## config.mk

```make
export PLATFORM = sky130hd
export DESIGN_NAME = rx_word_buffer
export DESIGN_NICKNAME = d
export VERILOG_FILES = /design/src/rtl/rx_word_buffer.sv
export SDC_FILE = /design/constraint.sdc
export NUM_CORES = 1
export LEC_CHECK = 0
export CORE_MARGIN = 3
export CORE_UTILIZATION = 47
export CTS_CLUSTER_DIAMETER = 60
export CTS_CLUSTER_SIZE = 24
export DETAILED_ROUTE_END_ITERATION = 16
export PLACE_DENSITY = 0.75
export SYNTH_ARGS = -nofsm -noshare
export SYNTH_HDL_FRONTEND = slang
export SYNTH_SLANG_ARGS = --single-unit
```

## constraint.sdc

```tcl
create_clock -name clk -period 1.8 [get_ports clk]
set_clock_uncertainty 0.1 [all_clocks]
set_input_delay 0.36 -clock clk [delete_from_list [all_inputs] [get_ports clk]]
set_output_delay 0.36 -clock clk [all_outputs]
set_load 0.005 [all_outputs]
```

## src/rtl/rx_word_buffer.sv

```systemverilog
// Receive framer: hunts for a sync word in the serial bit stream, then packs the
// following payload bits MSB-first into words offered on a valid/ready output.
module rx_word_buffer #(
    parameter int                WORD_W      = 16,
    parameter logic [WORD_W-1:0] SYNC_WORD   = 16'hEB90,
    parameter int                FRAME_WORDS = 8,
    localparam int               IDX_W       = (FRAME_WORDS > 1) ? $clog2(FRAME_WORDS) : 1
) (
    input  logic              clk,
    input  logic              reset,
    input  logic              bit_in,
    input  logic              bit_valid,
    input  logic              out_ready,
    output logic [WORD_W-1:0] buff_out,
    output logic              word_valid,
    output logic [IDX_W-1:0]  word_idx,
    output logic              locked,
    output logic              frame_done,
    output logic              overrun,
    output logic [15:0]       sync_count
);

    localparam int               BIT_W     = $clog2(WORD_W);
    localparam logic [BIT_W-1:0] LAST_BIT  = BIT_W'(WORD_W - 1);
    localparam logic [IDX_W-1:0] LAST_WORD = IDX_W'(FRAME_WORDS - 1);

    typedef enum logic {HUNT, COLLECT} state_t;

    state_t              state_reg;
    logic [WORD_W-1:0]   sr_reg;
    logic [BIT_W-1:0]    bit_cnt_reg;
    logic [IDX_W-1:0]    word_cnt_reg;
    logic [WORD_W-1:0]   buff_reg;
    logic [IDX_W-1:0]    idx_reg;
    logic                word_valid_reg;
    logic                locked_reg;
    logic                frame_done_reg;
    logic                overrun_reg;
    logic [15:0]         sync_count_reg;
    logic [WORD_W-1:0]   shifted;

    // Value the shift register will hold once the current bit is taken in;
    // used for both the sync compare and the word load.
    assign shifted = {sr_reg[WORD_W-2:0], bit_in};

    always_ff @(posedge clk or negedge reset) begin
        if (!reset) begin
            state_reg      <= HUNT;
            sr_reg         <= '0;
            bit_cnt_reg    <= '0;
            word_cnt_reg   <= '0;
            buff_reg       <= '0;
            idx_reg        <= '0;
            word_valid_reg <= 1'b0;
            locked_reg     <= 1'b0;
            frame_done_reg <= 1'b0;
            overrun_reg    <= 1'b0;
            sync_count_reg <= '0;
        end else begin
            frame_done_reg <= 1'b0;
            if (word_valid_reg && out_ready) begin
                word_valid_reg <= 1'b0;
            end
            if (bit_valid) begin
                sr_reg <= shifted;
                case (state_reg)
                    HUNT: begin
                        if (shifted == SYNC_WORD) begin
                            state_reg    <= COLLECT;
                            locked_reg   <= 1'b1;
                            bit_cnt_reg  <= '0;
                            word_cnt_reg <= '0;
                            if (sync_count_reg != 16'hFFFF) begin
                                sync_count_reg <= sync_count_reg + 16'd1;
                            end
                        end
                    end
                    COLLECT: begin
                        if (bit_cnt_reg == LAST_BIT) begin
                            // A load overrides the consume-clear above, so a
                            // back-to-back word keeps word_valid high.
                            buff_reg       <= shifted;
                            idx_reg        <= word_cnt_reg;
                            word_valid_reg <= 1'b1;
                            bit_cnt_reg    <= '0;
                            word_cnt_reg   <= word_cnt_reg + IDX_W'(1);
                            if (word_valid_reg && !out_ready) begin
                                overrun_reg <= 1'b1;
                            end
                            if (word_cnt_reg == LAST_WORD) begin
                                frame_done_reg <= 1'b1;
                                locked_reg     <= 1'b0;
                                state_reg      <= HUNT;
                                sr_reg         <= '0;
                                word_cnt_reg   <= '0;
                            end
                        end else begin
                            bit_cnt_reg <= bit_cnt_reg + BIT_W'(1);
                        end
                    end
                    default: state_reg <= HUNT;
                endcase
            end
        end
    end

    assign buff_out   = buff_reg;
    assign word_valid = word_valid_reg;
    assign word_idx   = idx_reg;
    assign locked     = locked_reg;
    assign frame_done = frame_done_reg;
    assign overrun    = overrun_reg;
    assign sync_count = sync_count_reg;

endmodule

```

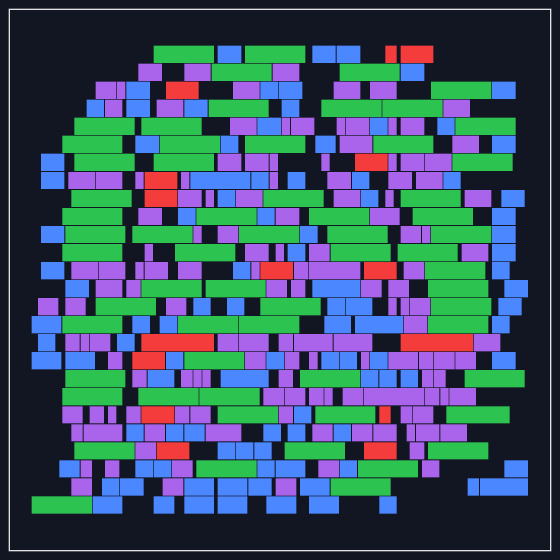
Figure 1: run 1, cells coloured by class.
colour	class	cells
blue	remaining buffers and delay cells	101
red	clock drivers and dummy loads	15
purple	remaining logic cells	138
green	registers	62
core area: 5300 µm²
Seq/total area: 0.390
row cnt: 26

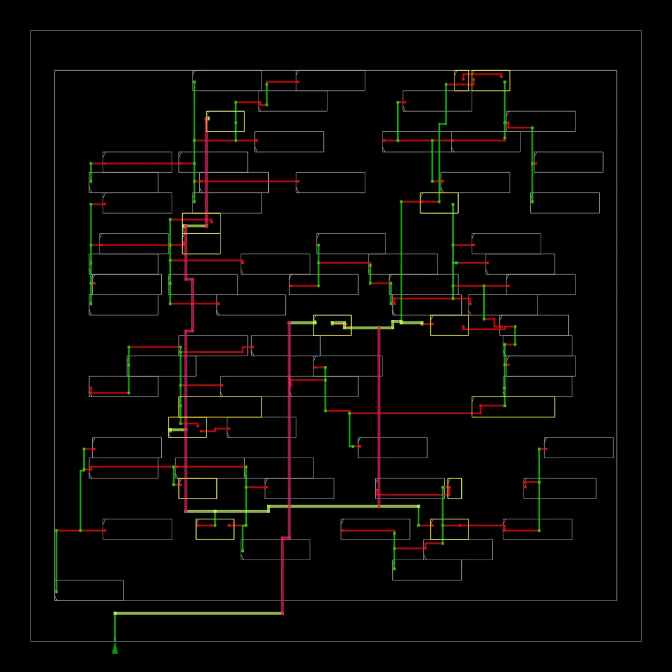
Figure 2: run 1, clock routing.
Seq cells: 62
Insertion Delay late pin: 340 ps
cts bufs inserted: 9

==> impl_metrics.ini, run 1 <==
; yosys + openroad results
[outcome]
status = finished, violations left
violations = negative setup slack

[timing]
finalWorstSetupSlack_ps = -299
finalCritPeriodShare = 1.17
tns_ps = -4090
whs_ps = 334
worst_pin_slew_ps = 338
finalSetupViolations = 25

[critical_path]
path_buffers = 1
worst-path-max-fanout = 11
cp_common_cell = and4_1
worstPathArrival_ps = 2220

[global_routing]
grt_pass1_wl_um = 10300

[clock_tree]
root_buffer = clkbuf_8
cts_sinks = 62

[logic_synthesis]
fp_nets = 218
netlist_instances = 209
async_flop_share = 1.00

[detailed_routing]
highest_layer = met4
drt_iter0_markers = 105
viasPerCell = 5.35
met2WireLength_um = 3200

[floorplanning]
fp.dieH_um = 81.5

[power]
p_comb_mw = 0.493
pg_seq_mw = 1.59
power_top_consumer = registers

[placed_design]
place_area_um2 = 3550
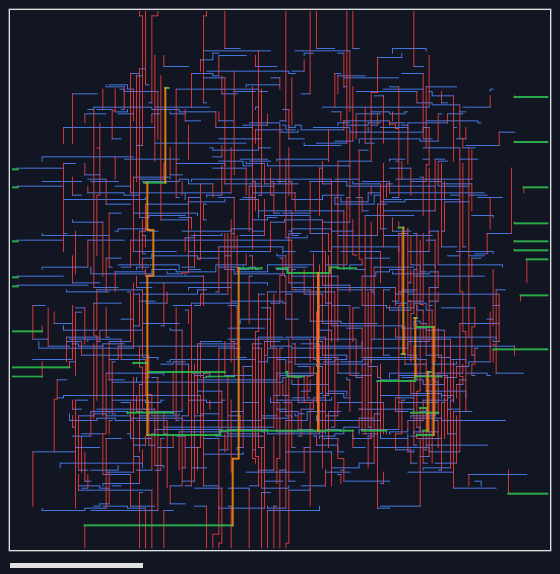
Figure 3: run 1, metal layers overlaid.
Scale bar: 20 µm.
colour	layer	wire length
red	M2	3200 µm
orange	M4	171 µm
green	M3	199 µm
blue	M1	2830 µm
vias post-DR: 2065
total track usage: 0.211

-- run 1: layout make-up --
cell class	count	area, µm²
repair buffers	101	967
inverters	1	3.75
multi-input cells	137	1140
well taps	70	87.6
flip-flops and latches	62	1550
clock buffers	11	151
fillers	339	1330
clock inverters	4	70.1
-- run 1: cells by family (layout without fill, tap and decap cells) --
logic type | Yosys count | in the layout | share of synthesized area
compound gates | 15 | 15 | 0.0444
xor+xnor | 15 | 15 | 0.0491
fa+ha+maj | 4 | 4 | 0.0187
buf+inv | 10 | 117 | 0.0173
flops | 62 | 62 | 0.579
mux | 36 | 36 | 0.144
simple gates | 67 | 67 | 0.147
-- run 1: repair_timing --
action,4_1_cts,5_1_grt
pin swaps,8,6
hold endpoints to repair,62,0
gates cloned,0,1
buffers inserted,4,6
hold buffers,1,0
setup endpoints to repair,26,73
resized,13,20
==> run 2: changes to the inputs <==
--- a/config.mk
+++ b/config.mk
@@ -10,6 +10,7 @@
 export CTS_CLUSTER_DIAMETER = 60
 export CTS_CLUSTER_SIZE = 24
 export DETAILED_ROUTE_END_ITERATION = 16
+export HOLD_SLACK_MARGIN = 0.12
 export PLACE_DENSITY = 0.75
 export SYNTH_ARGS = -nofsm -noshare
 export SYNTH_HDL_FRONTEND = slang
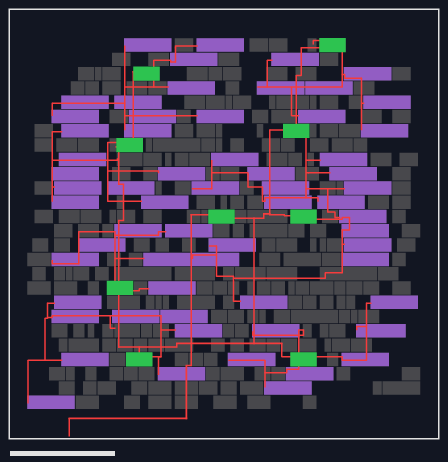
Figure 4: run 2, routed clock nets over the placement.
Scale bar: 20 µm.
[red] clock wires | length: 765 µm
[green] clock-net drivers | count: 9
[purple] flip-flops | count: 62
flops lie	spread over the die

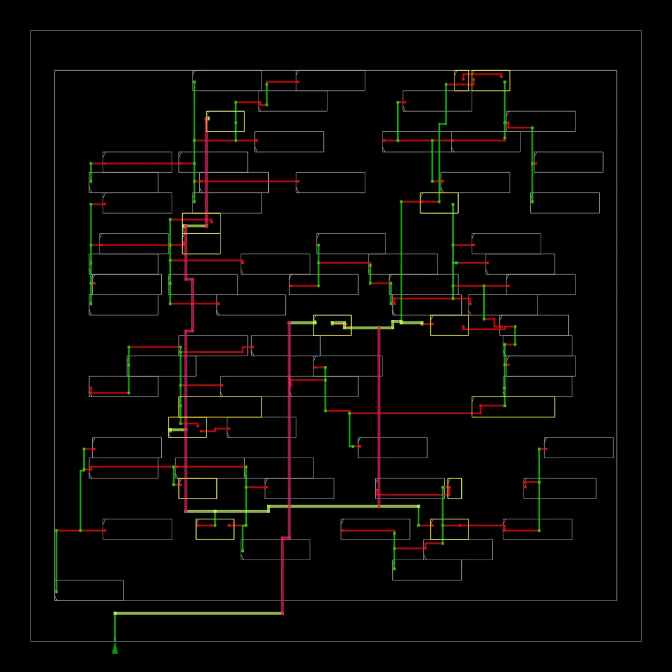
Figure 5: run 2, clock routing.
Clk. pwr: 1.36 mW
Layout clock buffers: 11

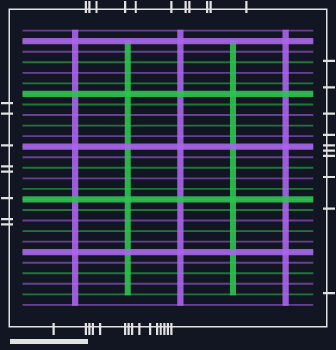
Figure 6: run 2, floorplan with the power grid.
Scale bar: 20 µm. Pins as bars on the die edge.
colour	net
purple	VSS
green	VDD
met1 rails	27
rows	26

==> run 2 against run 1 <==
The flow still finishes with violations (negative setup slack). Highest routed layer unchanged. Area after synthesis did not move. Cell area did not move. Via count stayed put. Register-to-register slack about the same. Fmax stayed put. Sequential share of layout area did not move.
==> impl_metrics.ini, run 2 <==
; yosys + openroad results
[global_routing]
track_usage = 0.211
grt_pass1_wl_um = 10300

[layout]
seqCellArea_um2 = 1550
fill_cells = 339

[detailed_routing]
met2WireLength_um = 3200
num_vias = 2065
highest_layer = met4
viasPerCell = 5.35

[clock_tree]
clock_latency_ps = 340
hold_buffers = 1
cts_buffers = 9
root_buffer = clkbuf_8
cts_sinks = 62

[critical_path]
worstPathArrival_ps = 2220
worst-path-max-fanout = 11

[logic_synthesis]
ys_sh_xor = 0.0491
async_flop_share = 1.00
ys_sh_adder = 0.0187
ys_sh_mux = 0.144
ys_sh_aoi = 0.0444
ys_top_logic_family = simple AND/OR/NAND/NOR gates
simple_gate_share = 0.147
netlist_instances = 209

[outcome]
violations = negative setup slack
status = finished, violations left

[floorplanning]
core-area_um2 = 5300
fp.dieH_um = 81.5

[timing]
finalWorstSetupSlack_ps = -299
whs_ps = 334
finalSetupViolations = 25
worst_pin_slew_ps = 338
==> run 2: layout make-up <==
class / instances / share of cell area
Tap cell: 70 / 0.0220
Timing Repair Buffer: 101 / 0.243
Clock inverter: 4 / 0.0176
Multi-Input combinational cell: 137 / 0.288
Inverter: 1 / 0.000944
Clock buffer: 11 / 0.0381
Sequential cell: 62 / 0.390
==> run 2: report_power, final <==
part           switching [mW]  internal (mW)
Sequential             0.0678           1.52
Combinational           0.225          0.268
Clock                   0.515          0.842
==> run 2: kinds of logic (layout without fill, tap and decap cells) <==
group	Yosys count	after routing
multiplexers	36	36
XOR/XNOR	15	15
buffers and inverters	10	117
flip-flops	62	62
AND/OR/NAND/NOR	67	67
AND-OR/OR-AND	15	15
adder cells (fa/ha/maj)	4	4
No activity file was given, so power comes from the tool's default toggle rates.
